Figure 1. Cell area per tile (run 1).
Scale bar: 20 um. The die is cut into 8 by 8 equal tiles; dark blue is low, red is high, 0 to 100% covered.
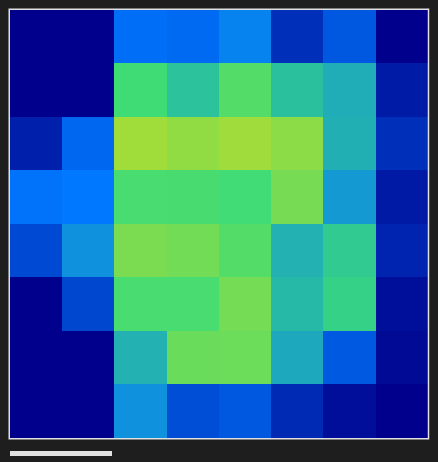
Figure 2. Signal metal coverage by tile (run 1).
Scale bar: 20 um. The die is cut into 16 by 17 equal tiles; dark blue is low, red is high, scaled to the fullest tile. Values are wire area over tile area, all layers added.
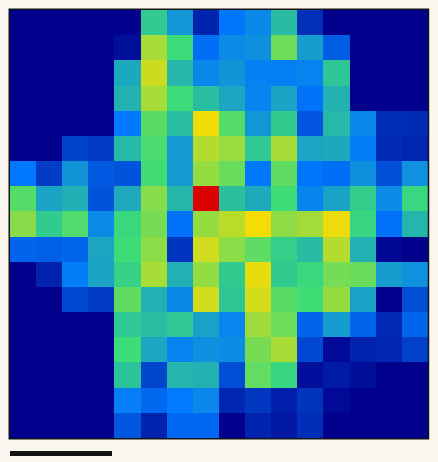
Figure 3. Routing congestion (run 1).
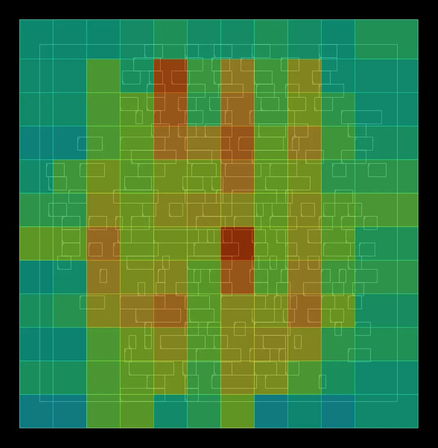
Figure 4. Placement by cell class (run 1).
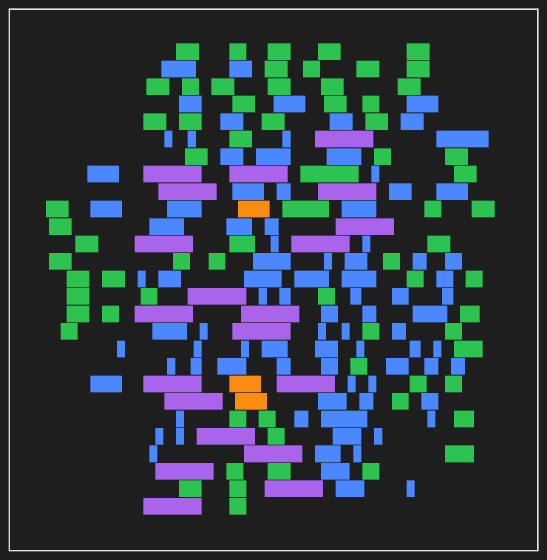
## config.mk

```make
export PLATFORM = sky130hd
export DESIGN_NAME = uart_tx_scheduler
export DESIGN_NICKNAME = d
export VERILOG_FILES = /design/src/rtl/uart_tx_scheduler_pkg.sv /design/src/rtl/uart_tx_scheduler_tx_rr_picker.sv /design/src/rtl/uart_tx_scheduler.sv
export SDC_FILE = /design/constraint.sdc
export NUM_CORES = 1
export LEC_CHECK = 0
export CELL_PAD_IN_SITES_DETAIL_PLACEMENT = 2
export CELL_PAD_IN_SITES_GLOBAL_PLACEMENT = 2
export CORE_AREA = 4 4 78 80
export CTS_CLUSTER_DIAMETER = 40
export DETAILED_ROUTE_END_ITERATION = 6
export DIE_AREA = 0 0 82 84
export PLACE_DENSITY = 0.79
export SLEW_MARGIN = 10
export SYNTH_ARGS = -nofsm -noshare
export SYNTH_HDL_FRONTEND = slang
export SYNTH_HIERARCHICAL = 1
export SYNTH_SLANG_ARGS = --single-unit
```

## constraint.sdc

```tcl
create_clock -name CLK -period 2.64 [get_ports CLK]
set_clock_uncertainty 0.1 [all_clocks]
set_input_delay 0.396 -clock CLK [delete_from_list [all_inputs] [get_ports CLK]]
set_output_delay 0.396 -clock CLK [all_outputs]
set_load 0.1 [all_outputs]
```

## src/rtl/uart_tx_scheduler_pkg.sv

```systemverilog
// Shared configuration for the UART TX scheduler: FSM state encodings and parameter defaults.
// The default byte width matches the UART byte width of 8.
package uart_tx_scheduler_pkg;

    typedef enum logic [2:0] {
        IDLE       = 3'd0,
        GRANT      = 3'd1,
        WAIT_START = 3'd2,
        SEND       = 3'd3
    } state_t;

    localparam int DEF_NUM_REQ = 4;
    localparam int DEF_TIMEOUT = 31;
    localparam int DEF_WIDTH   = 8;

endpackage

```

## src/rtl/uart_tx_scheduler_tx_rr_picker.sv

```systemverilog
// Combinational round-robin picker: rotate the request vector by the pointer,
// priority-encode from the bottom, then rotate the found offset back to an index.
module tx_rr_picker
    import uart_tx_scheduler_pkg::*;
#(
    parameter int NUM_REQ = DEF_NUM_REQ,
    parameter int ID_W    = 2
) (
    input  logic [NUM_REQ-1:0] valid,
    input  logic [ID_W-1:0]    ptr,
    output logic [ID_W-1:0]    winner,
    output logic               any_valid
);

    logic [2*NUM_REQ-1:0] doubled;
    logic [NUM_REQ-1:0]   rotated;

    always_comb begin
        int offset;
        int index;
        offset    = 0;
        index     = 0;
        doubled   = {valid, valid};
        rotated   = NUM_REQ'(doubled >> ptr);
        any_valid = |valid;
        // Scan downwards so the lowest set offset (closest to ptr) wins.
        for (int i = NUM_REQ - 1; i >= 0; i--) begin
            if (rotated[i]) begin
                offset = i;
            end
        end
        index = int'(ptr) + offset;
        if (index >= NUM_REQ) begin
            index = index - NUM_REQ;
        end
        winner = ID_W'(index);
    end

endmodule

```

## src/rtl/uart_tx_scheduler.sv

```systemverilog
// Round-robin scheduler sharing one UART TX frame engine between NUM_REQ byte producers.
// Optional Busy-start watchdog enabled by defining TX_SCHED_TIMEOUT_EN.
module uart_tx_scheduler
    import uart_tx_scheduler_pkg::*;
#(
    parameter int NUM_REQ = DEF_NUM_REQ,
    parameter int WIDTH   = DEF_WIDTH,
    parameter int ID_W    = 2,
    parameter int TIMEOUT = DEF_TIMEOUT
) (
    input  logic                     CLK,
    input  logic                     RST,
    input  logic [NUM_REQ-1:0]       REQ_VALID,
    input  logic [NUM_REQ*WIDTH-1:0] REQ_DATA,
    output logic [NUM_REQ-1:0]       REQ_ACK,
    output logic [WIDTH-1:0]         TX_P_DATA,
    output logic                     TX_DATA_VALID,
    input  logic                     TX_BUSY,
    output logic [ID_W-1:0]          GNT_ID,
    output logic                     FRAME_DONE,
    output logic                     SCHED_ERR
);

    localparam logic [ID_W-1:0] LAST_ID = ID_W'(NUM_REQ - 1);

    if ((1 << ID_W) < NUM_REQ || NUM_REQ < 2 || NUM_REQ > 8 || TIMEOUT < 1) begin : g_bad_cfg
        $error("uart_tx_scheduler: illegal NUM_REQ/ID_W/TIMEOUT combination");
    end

    function automatic logic [ID_W-1:0] next_id(input logic [ID_W-1:0] id);
        return (id == LAST_ID) ? '0 : id + 1'b1;
    endfunction

    state_t              state, state_n;
    logic [ID_W-1:0]     ptr, ptr_n;
    logic [NUM_REQ-1:0]  ack_n;
    logic [WIDTH-1:0]    data_n;
    logic                dv_n;
    logic [ID_W-1:0]     gnt_n;
    logic                done_n;
    logic [ID_W-1:0]     winner;
    logic                any_valid;

`ifdef TX_SCHED_TIMEOUT_EN
    localparam int CNT_W = $clog2(TIMEOUT + 1);
    localparam logic [CNT_W-1:0] CNT_LAST = CNT_W'(TIMEOUT - 1);
    logic [CNT_W-1:0] cnt, cnt_n;
    logic             err, err_n;
`endif

    tx_rr_picker #(
        .NUM_REQ (NUM_REQ),
        .ID_W    (ID_W)
    ) u_picker (
        .valid     (REQ_VALID),
        .ptr       (ptr),
        .winner    (winner),
        .any_valid (any_valid)
    );

    always_comb begin
        state_n = state;
        ptr_n   = ptr;
        ack_n   = '0;
        data_n  = TX_P_DATA;
        dv_n    = 1'b0;
        gnt_n   = GNT_ID;
        done_n  = 1'b0;
`ifdef TX_SCHED_TIMEOUT_EN
        cnt_n   = cnt;
        err_n   = err;
`endif
        case (state)
            IDLE: begin
                if (any_valid && !TX_BUSY) begin
                    state_n = GRANT;
                    ack_n   = NUM_REQ'(1) << winner;
                    dv_n    = 1'b1;
                    data_n  = REQ_DATA[int'(winner)*WIDTH +: WIDTH];
                    gnt_n   = winner;
                end
            end
            GRANT: begin
                state_n = WAIT_START;
`ifdef TX_SCHED_TIMEOUT_EN
                cnt_n   = '0;
`endif
            end
            WAIT_START: begin
                if (TX_BUSY) begin
                    state_n = SEND;
`ifdef TX_SCHED_TIMEOUT_EN
                end else if (cnt == CNT_LAST) begin
                    // Engine never started: drop the byte and move past this requester.
                    state_n = IDLE;
                    err_n   = 1'b1;
                    ptr_n   = next_id(GNT_ID);
                end else begin
                    cnt_n   = cnt + 1'b1;
`endif
                end
            end
            SEND: begin
                // Busy was already seen high on entry, so low here is the falling edge.
                if (!TX_BUSY) begin
                    state_n = IDLE;
                    done_n  = 1'b1;
                    ptr_n   = next_id(GNT_ID);
                end
            end
            default: begin
                state_n = IDLE;
            end
        endcase
    end

    always_ff @(posedge CLK or negedge RST) begin
        if (!RST) begin
            state         <= IDLE;
            ptr           <= '0;
            REQ_ACK       <= '0;
            TX_P_DATA     <= '0;
            TX_DATA_VALID <= 1'b0;
            GNT_ID        <= '0;
            FRAME_DONE    <= 1'b0;
        end else begin
            state         <= state_n;
            ptr           <= ptr_n;
            REQ_ACK       <= ack_n;
            TX_P_DATA     <= data_n;
            TX_DATA_VALID <= dv_n;
            GNT_ID        <= gnt_n;
            FRAME_DONE    <= done_n;
        end
    end

`ifdef TX_SCHED_TIMEOUT_EN
    always_ff @(posedge CLK or negedge RST) begin
        if (!RST) begin
            cnt <= '0;
            err <= 1'b0;
        end else begin
            cnt <= cnt_n;
            err <= err_n;
        end
    end

    assign SCHED_ERR = err;
`else
    assign SCHED_ERR = 1'b0;
`endif

endmodule

```

==> reports/metrics.cfg, run 1 <==
[run_status]
status=finished, final reports clean

[timing]
tightest_slew_ns=0.938
slew_headroom_pct=37.3
setup-tns-final_ns=0
min_period_ns=2.52

[floorplan]
taps=72
coreArea_um2=5410

[yosys]
yosys_warnings=6
ys_sh_adder_pct=4.97
synthFlopType=dfrtp_1
syn_area_um2=1260
synth_area_per_cell_um2=10.9
ys_top_cells_by_count=dfrtp_1, mux2i_1, nand2_1
yosysChipArea_um2=1260
edf_count=0
synth_cell_type_count=32
ys_seq_share_pct=39.7
floorplan.nets=160

[global_route]
grt_start_max_net_pins=21

[critical_path]
r2r_end=TX_P_DATA[7]
start_kind=register
worstPathCellList=nor3_1 -> a31oi_1 -> o211ai_1 -> ha_2 -> xor2_2 -> xnor2_2 -> buf_4 -> buf_6 -> mux2i_2 -> o221ai_2
cp.depth=10

[drt]
firstDrtPassIters=2
wl_per_cell_um=17.0

[final_layout]
buffers=69
finish.instance_area_um2=2050
top_register=TX_P_DATA
reg.largest.list=TX_P_DATA: 8 flops, REQ_ACK: 4 flops
inverters_excl_clock=5

[clocking]
clock_sinks=20
insertion_delay_ns=0.26

[power_and_ir_drop]
comb-power_mw=2.26
ir_drop_uv=632
pg_clk_mw=0.199

[placement]
dp_hpwl_mm=3.41

[worst_hold_path]
hold_path.class=register to register

Notes on Figure 1 above:
- emptiest ninth of the die: south-west
- densest ninth of the die: center
- mean over tiles: 28%
- fullest tile: 63%
- nearly empty tiles: 17%

Notes on Figure 2 above:
- nearly empty tiles: 27%
- tiles over half the peak: 18%
- densest ninth of the die: center
- fullest tile: 0.36

Notes on Figure 3 above:
all-layer global routing usage: 12.1%
GRT busiest layer: met2
fin util: 37.9%

Notes on Figure 4 above:
- green: other buffers and delay cells (cells 69)
- blue: all other logic (cells 89)
- purple: flip-flops (cells 20)
- orange: cells driving clock nets (cells 3)

==> run 1 -> run 2 <==
Settings changed: HOLD_SLACK_MARGIN set to 0.03.
Figure 5. Routing congestion (run 2).
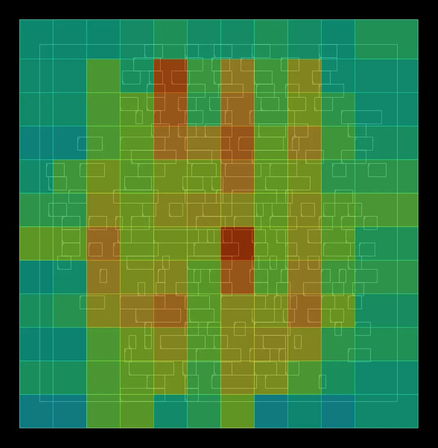
GRT met3 Usage: 1.73%
grt met2 use: 22.9%

Figure 6. Drive-strength map (run 2).
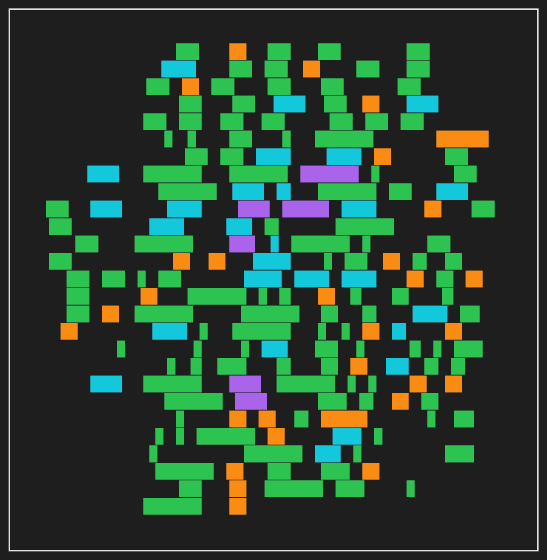
- green: drive 1 or less (cells 118; most used clkdlybuf4s50_1)
- orange: drive 3 to 4 (cells 30; most used buf_4)
- purple: drive 6 and up (cells 6; most used clkbuf_8)
- cyan: drive 2 (cells 27; most used o221ai_2)

==> run 2 against run 1 <==
Effect of this change:
- total power did not move
- maximum frequency did not move
- cell count did not move
- global-route usage did not move
- combinational power barely moved
- first-iteration DRC count did not move
- critical endpoint unchanged
==> reports/metrics.cfg, run 2 <==
[worst_hold_path]
hold_path.class=register to register

[yosys]
ys_seq_share_pct=39.7  ; unchanged
yosys_warnings=6  ; unchanged
edf_count=0  ; unchanged
synthFlopType=dfrtp_1

[timing]
min_period_ns=2.52  ; unchanged
slew_headroom_pct=37.3  ; unchanged
tightest_slew_ns=0.938  ; unchanged
setup-tns-final_ns=0  ; unchanged

[critical_path]
worstPathCellList=nor3_1 -> a31oi_1 -> o211ai_1 -> ha_2 -> xor2_2 -> xnor2_2 -> buf_4 -> buf_6 -> mux2i_2 -> o221ai_2
start_kind=register

[run_status]
status=finished, final reports clean

[final_layout]
top_register=TX_P_DATA
finish.instance_area_um2=2050  ; unchanged
reg.largest.list=TX_P_DATA: 8 flops, REQ_ACK: 4 flops
buffers=69  ; unchanged

[floorplan]
coreArea_um2=5410  ; unchanged
taps=72  ; unchanged

[power_and_ir_drop]
comb-power_mw=2.26  ; about the same
ir_drop_uv=632  ; unchanged

Figure 7. Placement by cell class (run 2).
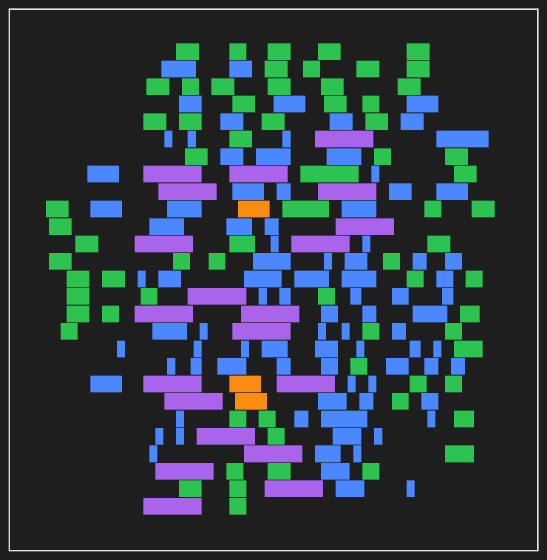

==> run 2 -> run 3 <==
Settings changed: CORE_AREA 4 4 78 80 to 2 2 74 76, CTS_BUF_LIST set to sky130_fd_sc_hd__clkbuf_2 sky130_fd_sc_hd__clkbuf_4 sky130_fd_sc_hd__clkbuf_8, DIE_AREA 0 0 82 84 to 0 0 76 78, PLACE_DENSITY 0.79 to 0.83.
Figure 8. Placement by cell class (run 3).
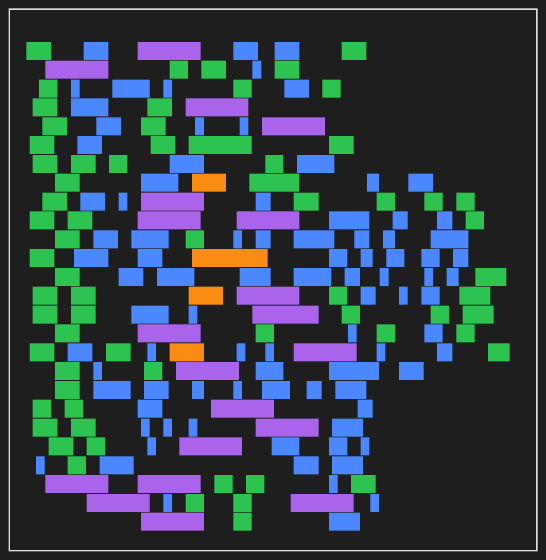
- blue: all other logic (cells 89)
- orange: clock drivers and dummy loads (cells 4)
- purple: flip-flops (cells 20)
- green: other buffers and delay cells (cells 67)

==> run 3 against run 2 <==
Effect of this change:
- sequential share of layout area is 0.20 points higher
- first-iteration DRC count decreased by 30%
- sequential power up 0.9%
- total power down 1.4%
- clock power grew 54%
- core utilization rose by 2.5 points
- combinational power shrank 7%
- worst hold slack worse by 0.032 ns
- maximum frequency rose by 1.6%
- count of clock-buffer cells in the layout stayed put
==> reports/metrics.cfg, run 3 <==
[run_status]
status=finished, final reports clean

[placement]
dp_hpwl_mm=3.16
dp_cells=245

[critical_path]
worstPathCellList=nand2_1 -> nor2_1 -> o21ai_0 -> o211ai_1 -> ha_2 -> xor2_2 -> xnor2_2 -> clkbuf_16 -> mux2i_1 -> o221ai_2
start_kind=register
crit_path_max_fanout=11
r2r_end=TX_P_DATA[3]
worstSetupStartpoint=ptr[0]
worstPathArrival_ns=2.51

[clocking]
insertion_delay_ns=0.26
clk_path_buf_depth=2
post-cts-setup-buffers=0
cts-buffers-inserted=3

[final_layout]
finish.instance_area_um2=2040  ; -0.55%
top_register=TX_P_DATA
n_clock_buffer=3
largest_reg_flops=8
buffers=67  ; -2.9%
stdcell_count=250
reg.largest.list=TX_P_DATA: 8 flops, REQ_ACK: 4 flops

[floorplan]
taps=70  ; -2.8%
coreArea_um2=5040  ; -6.7%

[yosys]
xor_share_pct=1.39
yosys_warnings=6  ; unchanged
ys.flops=20
ys_seq_share_pct=39.7  ; unchanged
top_area_share_pct=39.7
edf_count=0  ; unchanged
synthFlopType=dfrtp_1
simple_gate_share_pct=15.0
top_cell=dfrtp_1

[power_and_ir_drop]
p_comb_share_pct=71.1
comb-power_mw=2.11  ; -7%
p_per_area_nw_per_um2=1460
ir_drop_uv=660  ; +4.5%
seq-power_mw=0.551

[timing]
worst_hold_slack_ns=0.376
setup-tns-final_ns=0  ; unchanged
min_period_ns=2.48  ; -0.0397 ns
slew_violations=0

[worst_hold_path]
hold_path.class=primary input to async pin

[global_route]
grt.busiest_layer=met2
grt_start_max_net_pins=21

[drt]
drtIter0Drc=14

Figure 9. Routing congestion (run 3).
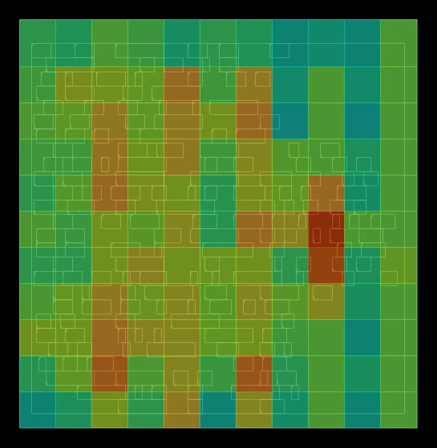
all-layer global routing usage: 13.7%
GRT met3 Usage: 3.60%
grt met2 use: 25.4%

No activity file was given, so power comes from the tool's default toggle rates.
